**src/rtl/capture_sequencer_pkg.sv**
```systemverilog
// Shared definitions for the logic-analyzer capture sequencer:
// command opcodes, sequencer state encodings and SET_TRIG field positions.
package capture_sequencer_pkg;

   localparam logic [2:0] LA_OP_NOP           = 3'd0;
   localparam logic [2:0] LA_OP_SET_TRIG      = 3'd1;
   localparam logic [2:0] LA_OP_SET_PRESCALER = 3'd2;
   localparam logic [2:0] LA_OP_SET_LIMIT     = 3'd3;
   localparam logic [2:0] LA_OP_ARM           = 3'd4;
   localparam logic [2:0] LA_OP_ABORT         = 3'd5;
   localparam logic [2:0] LA_OP_READOUT       = 3'd6;
   localparam logic [2:0] LA_OP_CLEAR         = 3'd7;

   localparam int LA_TRIG_START_SEL_LSB  = 0;
   localparam int LA_TRIG_END_SEL_LSB    = 3;
   localparam int LA_TRIG_START_EDGE_BIT = 6;
   localparam int LA_TRIG_END_EDGE_BIT   = 7;

   typedef enum logic [2:0] {
      LA_ST_IDLE    = 3'd0,
      LA_ST_ARMED   = 3'd1,
      LA_ST_CAPTURE = 3'd2,
      LA_ST_DONE    = 3'd3,
      LA_ST_RD_REQ  = 3'd4,
      LA_ST_RD_WAIT = 3'd5,
      LA_ST_RD_HOLD = 3'd6
   } la_state_e;

endpackage

```
**src/rtl/seq_cfg_regs.sv**
```systemverilog
// Configuration register file for the capture path: trigger selects,
// prescaler (zero clamped to one) and step limit with its enable.
module seq_cfg_regs
   import capture_sequencer_pkg::*;
#(
   parameter int CNT_W = 32
) (
   input  logic             clk_i,
   input  logic             rst_ni,
   input  logic             wr_en_i,
   input  logic [2:0]       op_i,
   input  logic [CNT_W-1:0] arg_i,
   output logic [2:0]       trigStartSel_o,
   output logic [2:0]       trigEndSel_o,
   output logic             trigStartEdge_o,
   output logic             trigEndEdge_o,
   output logic [CNT_W-1:0] prescaler_o,
   output logic [CNT_W-1:0] stepLimit_o,
   output logic             doLimit_o
);

   logic [2:0]       trigStartSel_q;
   logic [2:0]       trigEndSel_q;
   logic             trigStartEdge_q;
   logic             trigEndEdge_q;
   logic [CNT_W-1:0] prescaler_q;
   logic [CNT_W-1:0] stepLimit_q;
   logic             doLimit_q;

   // Accepted SET_* commands load their field; a zero prescaler would stall the stepper so it is stored as one
   always_ff @(posedge clk_i or negedge rst_ni) begin
      if (!rst_ni) begin
         trigStartSel_q  <= 3'd0;
         trigEndSel_q    <= 3'd1;
         trigStartEdge_q <= 1'b0;
         trigEndEdge_q   <= 1'b0;
         prescaler_q     <= CNT_W'(1);
         stepLimit_q     <= '0;
         doLimit_q       <= 1'b0;
      end else if (wr_en_i) begin
         if (op_i == LA_OP_SET_TRIG) begin
            trigStartSel_q  <= arg_i[LA_TRIG_START_SEL_LSB +: 3];
            trigEndSel_q    <= arg_i[LA_TRIG_END_SEL_LSB +: 3];
            trigStartEdge_q <= arg_i[LA_TRIG_START_EDGE_BIT];
            trigEndEdge_q   <= arg_i[LA_TRIG_END_EDGE_BIT];
         end
         if (op_i == LA_OP_SET_PRESCALER) begin
            prescaler_q <= (arg_i == '0) ? CNT_W'(1) : arg_i;
         end
         if (op_i == LA_OP_SET_LIMIT) begin
            stepLimit_q <= arg_i;
            doLimit_q   <= (arg_i != '0);
         end
      end
   end

   assign trigStartSel_o  = trigStartSel_q;
   assign trigEndSel_o    = trigEndSel_q;
   assign trigStartEdge_o = trigStartEdge_q;
   assign trigEndEdge_o   = trigEndEdge_q;
   assign prescaler_o     = prescaler_q;
   assign stepLimit_o     = stepLimit_q;
   assign doLimit_o       = doLimit_q;

endmodule

```
**src/rtl/capture_sequencer.sv**
```systemverilog
// Host-facing capture controller: command decode, acquisition sequencing
// (arm / capture / done), sample counting and FIFO drain to the host port.
module capture_sequencer
   import capture_sequencer_pkg::*;
#(
   parameter int DATA_W = 32,
   parameter int CNT_W  = 32
) (
   input  logic              i_clk,
   input  logic              _mrst,
   input  logic              i_cmd_valid,
   input  logic [2:0]        i_cmd_op,
   input  logic [CNT_W-1:0]  i_cmd_arg,
   output logic              o_cmd_err,
   output logic [2:0]        o_trig_start_select,
   output logic [2:0]        o_trig_end_select,
   output logic              o_trig_start_edge,
   output logic              o_trig_end_edge,
   output logic [CNT_W-1:0]  o_prescaler,
   output logic [CNT_W-1:0]  o_step_limit,
   output logic              o_do_limit,
   output logic              o_arm,
   output logic              o_fifo_clr,
   output logic              o_fifo_rdreq,
   input  logic              i_trig,
   input  logic              i_save,
   input  logic              i_limit_reached,
   input  logic              i_fifo_full,
   input  logic              i_fifo_empty,
   input  logic [DATA_W-1:0] i_fifo_q,
   output logic              o_rd_valid,
   output logic [DATA_W-1:0] o_rd_data,
   input  logic              i_rd_ready,
   output logic [2:0]        o_state,
   output logic              o_overflow,
   output logic [CNT_W-1:0]  o_sample_count
);

   la_state_e         state_q, state_d;
   logic              arm_q, arm_d;
   logic              fifoClr_q, fifoClr_d;
   logic              rdReq_q, rdReq_d;
   logic              rdValid_q, rdValid_d;
   logic              cmdErr_q, cmdErr_d;
   logic              overflow_q, overflow_d;
   logic [CNT_W-1:0]  sampleCount_q, sampleCount_d;
   logic [DATA_W-1:0] rdData_q, rdData_d;
   logic              cfgState;
   logic              cfgWe;
   logic              isAbort;

   seq_cfg_regs #(
      .CNT_W(CNT_W)
   ) u_cfg (
      .clk_i           (i_clk),
      .rst_ni          (_mrst),
      .wr_en_i         (cfgWe),
      .op_i            (i_cmd_op),
      .arg_i           (i_cmd_arg),
      .trigStartSel_o  (o_trig_start_select),
      .trigEndSel_o    (o_trig_end_select),
      .trigStartEdge_o (o_trig_start_edge),
      .trigEndEdge_o   (o_trig_end_edge),
      .prescaler_o     (o_prescaler),
      .stepLimit_o     (o_step_limit),
      .doLimit_o       (o_do_limit)
   );

   // Command legality, next state and the registered strobes; ABORT outranks every datapath event
   always_comb begin
      state_d       = state_q;
      overflow_d    = overflow_q;
      sampleCount_d = sampleCount_q;
      rdData_d      = rdData_q;
      cmdErr_d      = 1'b0;
      fifoClr_d     = 1'b0;
      cfgState      = (state_q == LA_ST_IDLE) || (state_q == LA_ST_DONE);
      isAbort       = i_cmd_valid && (i_cmd_op == LA_OP_ABORT);
      cfgWe         = i_cmd_valid && cfgState;

      if (i_cmd_valid) begin
         if (i_cmd_op == LA_OP_ABORT) begin
            cmdErr_d = (state_q == LA_ST_IDLE);
         end else if (i_cmd_op != LA_OP_NOP) begin
            cmdErr_d = !cfgState;
         end
      end

      if (cfgWe && (i_cmd_op == LA_OP_CLEAR)) begin
         fifoClr_d     = 1'b1;
         overflow_d    = 1'b0;
         sampleCount_d = '0;
      end

      case (state_q)
         LA_ST_IDLE, LA_ST_DONE: begin
            if (cfgWe && (i_cmd_op == LA_OP_ARM)) begin
               fifoClr_d     = 1'b1;
               overflow_d    = 1'b0;
               sampleCount_d = '0;
               state_d       = LA_ST_ARMED;
            end else if ((state_q == LA_ST_DONE) && cfgWe &&
                         (i_cmd_op == LA_OP_READOUT) && !i_fifo_empty) begin
               state_d = LA_ST_RD_REQ;
            end
         end
         LA_ST_ARMED: begin
            if (isAbort) begin
               state_d = LA_ST_DONE;
            end else if (i_trig) begin
               state_d = LA_ST_CAPTURE;
            end
         end
         LA_ST_CAPTURE: begin
            if (isAbort) begin
               state_d = LA_ST_DONE;
            end else begin
               if (i_save && !i_fifo_full && (sampleCount_q != '1)) begin
                  sampleCount_d = sampleCount_q + CNT_W'(1);
               end
               if (i_fifo_full) begin
                  overflow_d = 1'b1;
               end
               if (!i_trig || i_limit_reached || i_fifo_full) begin
                  state_d = LA_ST_DONE;
               end
            end
         end
         LA_ST_RD_REQ: begin
            state_d = isAbort ? LA_ST_DONE : LA_ST_RD_WAIT;
         end
         LA_ST_RD_WAIT: begin
            if (isAbort) begin
               state_d = LA_ST_DONE;
            end else begin
               rdData_d = i_fifo_q;
               state_d  = LA_ST_RD_HOLD;
            end
         end
         LA_ST_RD_HOLD: begin
            if (isAbort) begin
               state_d = LA_ST_DONE;
            end else if (i_rd_ready) begin
               state_d = i_fifo_empty ? LA_ST_DONE : LA_ST_RD_REQ;
            end
         end
         default: begin
            state_d = LA_ST_IDLE;
         end
      endcase

      arm_d     = (state_d == LA_ST_ARMED) || (state_d == LA_ST_CAPTURE);
      rdReq_d   = (state_d == LA_ST_RD_REQ);
      rdValid_d = (state_d == LA_ST_RD_HOLD);
   end

   // State and output registers; reset drops o_arm at once, which also resets the datapath
   always_ff @(posedge i_clk or negedge _mrst) begin
      if (!_mrst) begin
         state_q       <= LA_ST_IDLE;
         arm_q         <= 1'b0;
         fifoClr_q     <= 1'b0;
         rdReq_q       <= 1'b0;
         rdValid_q     <= 1'b0;
         cmdErr_q      <= 1'b0;
         overflow_q    <= 1'b0;
         sampleCount_q <= '0;
         rdData_q      <= '0;
      end else begin
         state_q       <= state_d;
         arm_q         <= arm_d;
         fifoClr_q     <= fifoClr_d;
         rdReq_q       <= rdReq_d;
         rdValid_q     <= rdValid_d;
         cmdErr_q      <= cmdErr_d;
         overflow_q    <= overflow_d;
         sampleCount_q <= sampleCount_d;
         rdData_q      <= rdData_d;
      end
   end

   assign o_state        = state_q;
   assign o_arm          = arm_q;
   assign o_fifo_clr     = fifoClr_q;
   assign o_fifo_rdreq   = rdReq_q;
   assign o_rd_valid     = rdValid_q;
   assign o_cmd_err      = cmdErr_q;
   assign o_overflow     = overflow_q;
   assign o_sample_count = sampleCount_q;
   assign o_rd_data      = rdData_q;

endmodule

```
**config.mk**
```make
export PLATFORM = sky130hd
export DESIGN_NAME = capture_sequencer
export DESIGN_NICKNAME = d
export VERILOG_FILES = /design/src/rtl/capture_sequencer_pkg.sv /design/src/rtl/seq_cfg_regs.sv /design/src/rtl/capture_sequencer.sv
export SDC_FILE = /design/constraint.sdc
export NUM_CORES = 1
export LEC_CHECK = 0
export ABC_AREA = 1
export CAP_MARGIN = 25
export CORE_ASPECT_RATIO = 1.2
export CORE_MARGIN = 2
export CORE_UTILIZATION = 51
export DETAILED_ROUTE_END_ITERATION = 8
export HOLD_SLACK_MARGIN = 0.02
export MAX_ROUTING_LAYER = met4
export PLACE_DENSITY_LB_ADDON = 0.2
export SLEW_MARGIN = 20
export SYNTH_ARGS = -nofsm -noshare
export SYNTH_HDL_FRONTEND = slang
export SYNTH_SLANG_ARGS = --single-unit
```
**constraint.sdc**
```tcl
create_clock -name i_clk -period 3.3 [get_ports i_clk]
set_clock_uncertainty 0.05 [all_clocks]
set_input_delay 0.495 -clock i_clk [delete_from_list [all_inputs] [get_ports i_clk]]
set_output_delay 0.495 -clock i_clk [all_outputs]
set_load 0.01 [all_outputs]
```
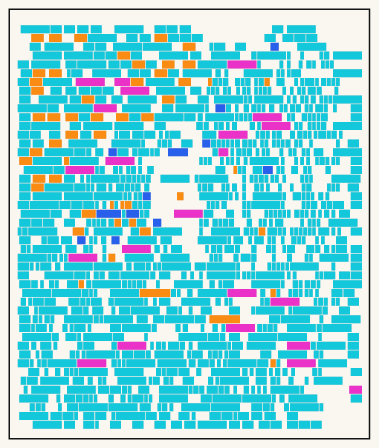
(cell sizes after repair)
legend:
  x2:
    colour: orange
    cells: 52
    share: 4.9%
    most_used: mux2_2
  x6 and larger:
    colour: magenta
    cells: 22
    share: 2.1%
    most_used: clkbuf_16
  x3 and x4:
    colour: blue
    cells: 12
    share: 1.1%
    most_used: buf_4
  x1 and smaller:
    colour: cyan
    cells: 986
    share: 92%
    most_used: nand2_1
Buffers, non-clock: 230
Setup WS post-layout: 0.7623 ns
area delta synth->final: 40.82%

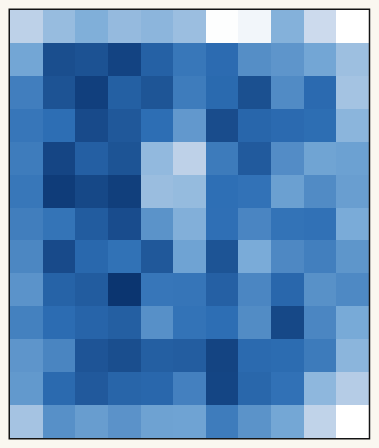
(cell area per tile)
11 x 13 tiles, from white (low) to dark blue (high), 0 to 100% covered.
fullest tile: 98%
nearly empty tiles: 2.1%
mean over tiles: 66%
densest ninth of the die: left middle
final core occ: 73.93%
core area: 13,350 µm²
FP Util: 52.50%

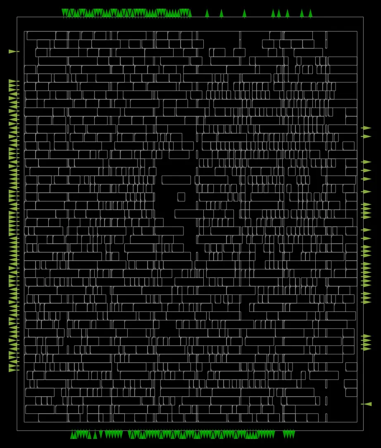
(cell placement)
tap cells: 168
fillers: 999
# rows: 46

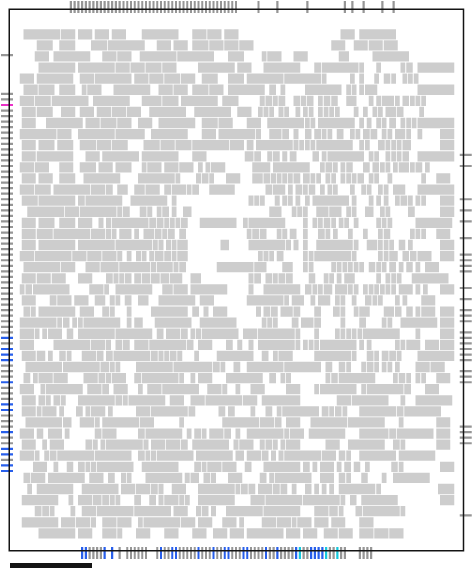
(ports around the boundary)
The bar under the picture is 20 µm long. Pins as bars across the die edge, other pins in grey.
legend:
  `o_trig_end_select`:
    colour: cyan
    pins: 3
    direction: output
    edge: bottom
  `i_cmd_arg`:
    colour: blue
    pins: 32
    direction: input
    edge: 20 bottom, 12 left
  `i_trig`:
    colour: magenta
    pins: 1
    direction: input
    edge: left
Die X: 111.0 µm
PortBufs: 221
Die H: 132.4 µm

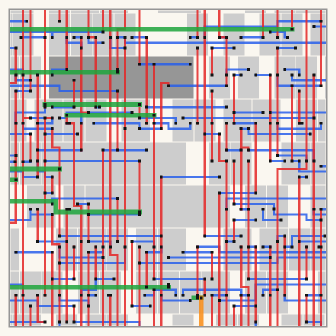
(a small window of the routed layout)
Region (73, 89) to (93, 109) µm. Cells in grey, sequential cells in the stronger grey; small squares are vias.
legend:
  M4:
    colour: orange
  M3:
    colour: green
  M2:
    colour: red
  M1:
    colour: blue
netlist names of flops here include: `o_sample_count` (1)
most frequent: nand2_1 (22), inv_1 (10), nor2_1 (9)
cells with their middle in the window: 56
sequential cells in the window: 1

-- per-stage QoR --
stage	std cells	worst slack [ns]	power (mW)
3_5_place_dp	1207	0.6333	5.758
5_1_grt	1240	0.5294	7.861
2_1_floorplan	841	1.350	3.980
4_1_cts	1240	0.7991	7.519
6_report	1240	0.7623	7.466
3_3_place_gp	1207	0.6825	5.696
-- critical path, cell delays in order (launching register included) --
cell and delay (ns):
dfrtp_1 0.51, ha_1 0.28, nand2_1 0.07, nor2_1 0.24, nand2_1 0.14, nor2_2 0.18
nand2_1 0.13, nand3_4 0.19, buf_4 0.32, nand3_1 0.11, o21ai_0 0.10, nand2_1 0.06
nand2_1 0.07
-- synthesized netlist by cell type --
cell	number	area share, %
nand2_1	267	14
dfrtp_1	144	51
o21ai_0	84	6.0
inv_1	75	4.0
nand3_1	62	4.4
nor2_1	61	3.3
mux2_2	32	5.1
buf_2	15	1.1
o21ai_1	12	0.86
clkbuf_1	10	0.54
nor3_1	9	0.64
xor2_1	8	1.0
a21oi_1	7	0.50
nand4_1	6	0.54
o21bai_1	6	0.64
buf_6	5	0.80
inv_2	4	0.21
nand2_2	4	0.36
nand3b_1	4	0.43
nor4_1	4	0.36
xnor2_1	3	0.37
dfstp_2	2	0.75
nand3_2	2	0.29
a2111oi_0	1	0.12
a21boi_0	1	0.11
a21o_1	1	0.11
a31oi_1	1	0.089
and2_1	1	0.089
buf_4	1	0.11
ha_1	1	0.18
nand3_4	1	0.25
nand4_2	1	0.18
nor2_2	1	0.089
nor2_4	1	0.16
nor2b_1	1	0.089
nor4_4	1	0.30
o2111ai_1	1	0.12
o211ai_1	1	0.11
-- metal layers --
metal	wire length (µm)	GRT usage, %	part of all wire [%]
met5	0	-	0
met1	7921	32.25	41
met3	1156	6.871	5.9
met4	554	11.52	2.8
met2	9878	45.91	51
==> reports/qor.yml <==
status: "finished, final reports clean"
cts_tree: "done"
yosys.area_share.aoi_pct: 8.656
cts-buffers-inserted: 17
clk_share_pct: 5.234
finalSetupViolCount: 0
max_slew_margin_pct: 59.79
drtIter0Drc: 510
antenna_found_initial: 0
holdPathEnd: "u_cfg.prescaler_o[7]"
max-clock-path-buffers: 2
pg_seq_mw: 2.86
hold_viol_final: 0
power-top-group: "combinational logic"
peakVddDrop_mv: 0.4872
layout_top_cells: "nand2_1, clkdlybuf4s50_1, dfrtp_1"
logic_gates: 585
dieArea_um2: 14700
nClkBuffers: 23
dr.pass1.iters: 5
root_buffer: "clkbuf_16"
gp_congestion: 0.9855
rsz0062_at_grt: "false"
drt-total-wl_um: 19510
flops: 146
max_freq_mhz: 394.1
synth_cell_types: 38
r2r_start: "o_sample_count[0]"
mux_area_share_pct: 5.140
vias_per_cell: 5.217
grt_overflow: 0
cp.required_ns: 3.61
max-cap-violations: 0
synth_area_um2: 7010
powerDensity_nw_per_um2: 756.3
crit_path_end: "o_sample_count[17]"
synth_nets: 918
cts.clk_slew.worst_paths_ns: 0.06
fa_ha_area_share_pct: 0.1785
cts_sinks: 146
r2r_slack_ns: 0.76
fin_nets: 1136
worstHoldStart: "u_cfg.prescaler_o[7]"
ys_ff: 146
worstMarginPinSlew_ns: 0.6031
clk_latency_ns: 0.43
crit_arrival_ns: 2.84
wl_per_cell_um: 15.73
drive_gt1_share_pct: 8.022
syn_area_per_cell_um2: 8.336
drc: 0
power_leakage_nw: 4.500
yosysChipArea_um2: 7010
p_int_mw: 5.019
worstSetupStartpoint: "o_sample_count[0]"
worstSetupStartpointType: "flop"
num_io_pins: 222
yosys_cells: 841
power_frac_seq_pct: 38.3
yosys_warnings: 0
groute.usage.overall_pct: 27.63
rr_endpoint: "o_sample_count[17]"
power_frac_clock_pct: 23.0
placed_area_um2: 9345
htree_levels: 4
endpoint_kind: "flop"
crit_type: "flop to flop"
regArea_um2: 3656
xor_share_pct: 1.374
dp_hpwl_um: 13660
final_max_slew_viol_count: 0
num_vias: 6469
powerClk_mw: 1.72
final-nonclk-buf-share_pct: 23.38
grt_pass1_wl_um: 31430
cts_hold_buffers: 1
whs_ns: 0.4321
lay_top_count: "nand2_1"
syn-instance-count: 841
synth_seq_share_pct: 52.15
cts_setup_buffers: 0
worst_hold_path_type: "flop to flop"
fin_area_um2: 9872
n_antenna_cell: 0
powerComb_mw: 2.89
cts_resized: 0
grt_pass1_vias: 6376
worst-path-max-fanout: 28
tns_ns: 0
switching_share_pct: 32.77
min_period_over_period_pct: 76.90
logic_family: "simple AND/OR/NAND/NOR gates"
period_needed_ns: 2.538
largest_class: "flip-flops and latches"
logic_area_um2: 2884
holdPathStages: 2
seq_share_pct: 37.03
comb_power_share_pct: 38.7
n_all_inverters: 79
r2r_cells: 12
tool_warnings: 26
comb-cell-share_pct: 29.21
grt_max_degree: 84
simple_gate_area_share_pct: 25.75
drtAntennaViolNets: 0
power.switching_mw: 2.447
Power figures rest on the tool's default switching activity, not on a simulated workload.
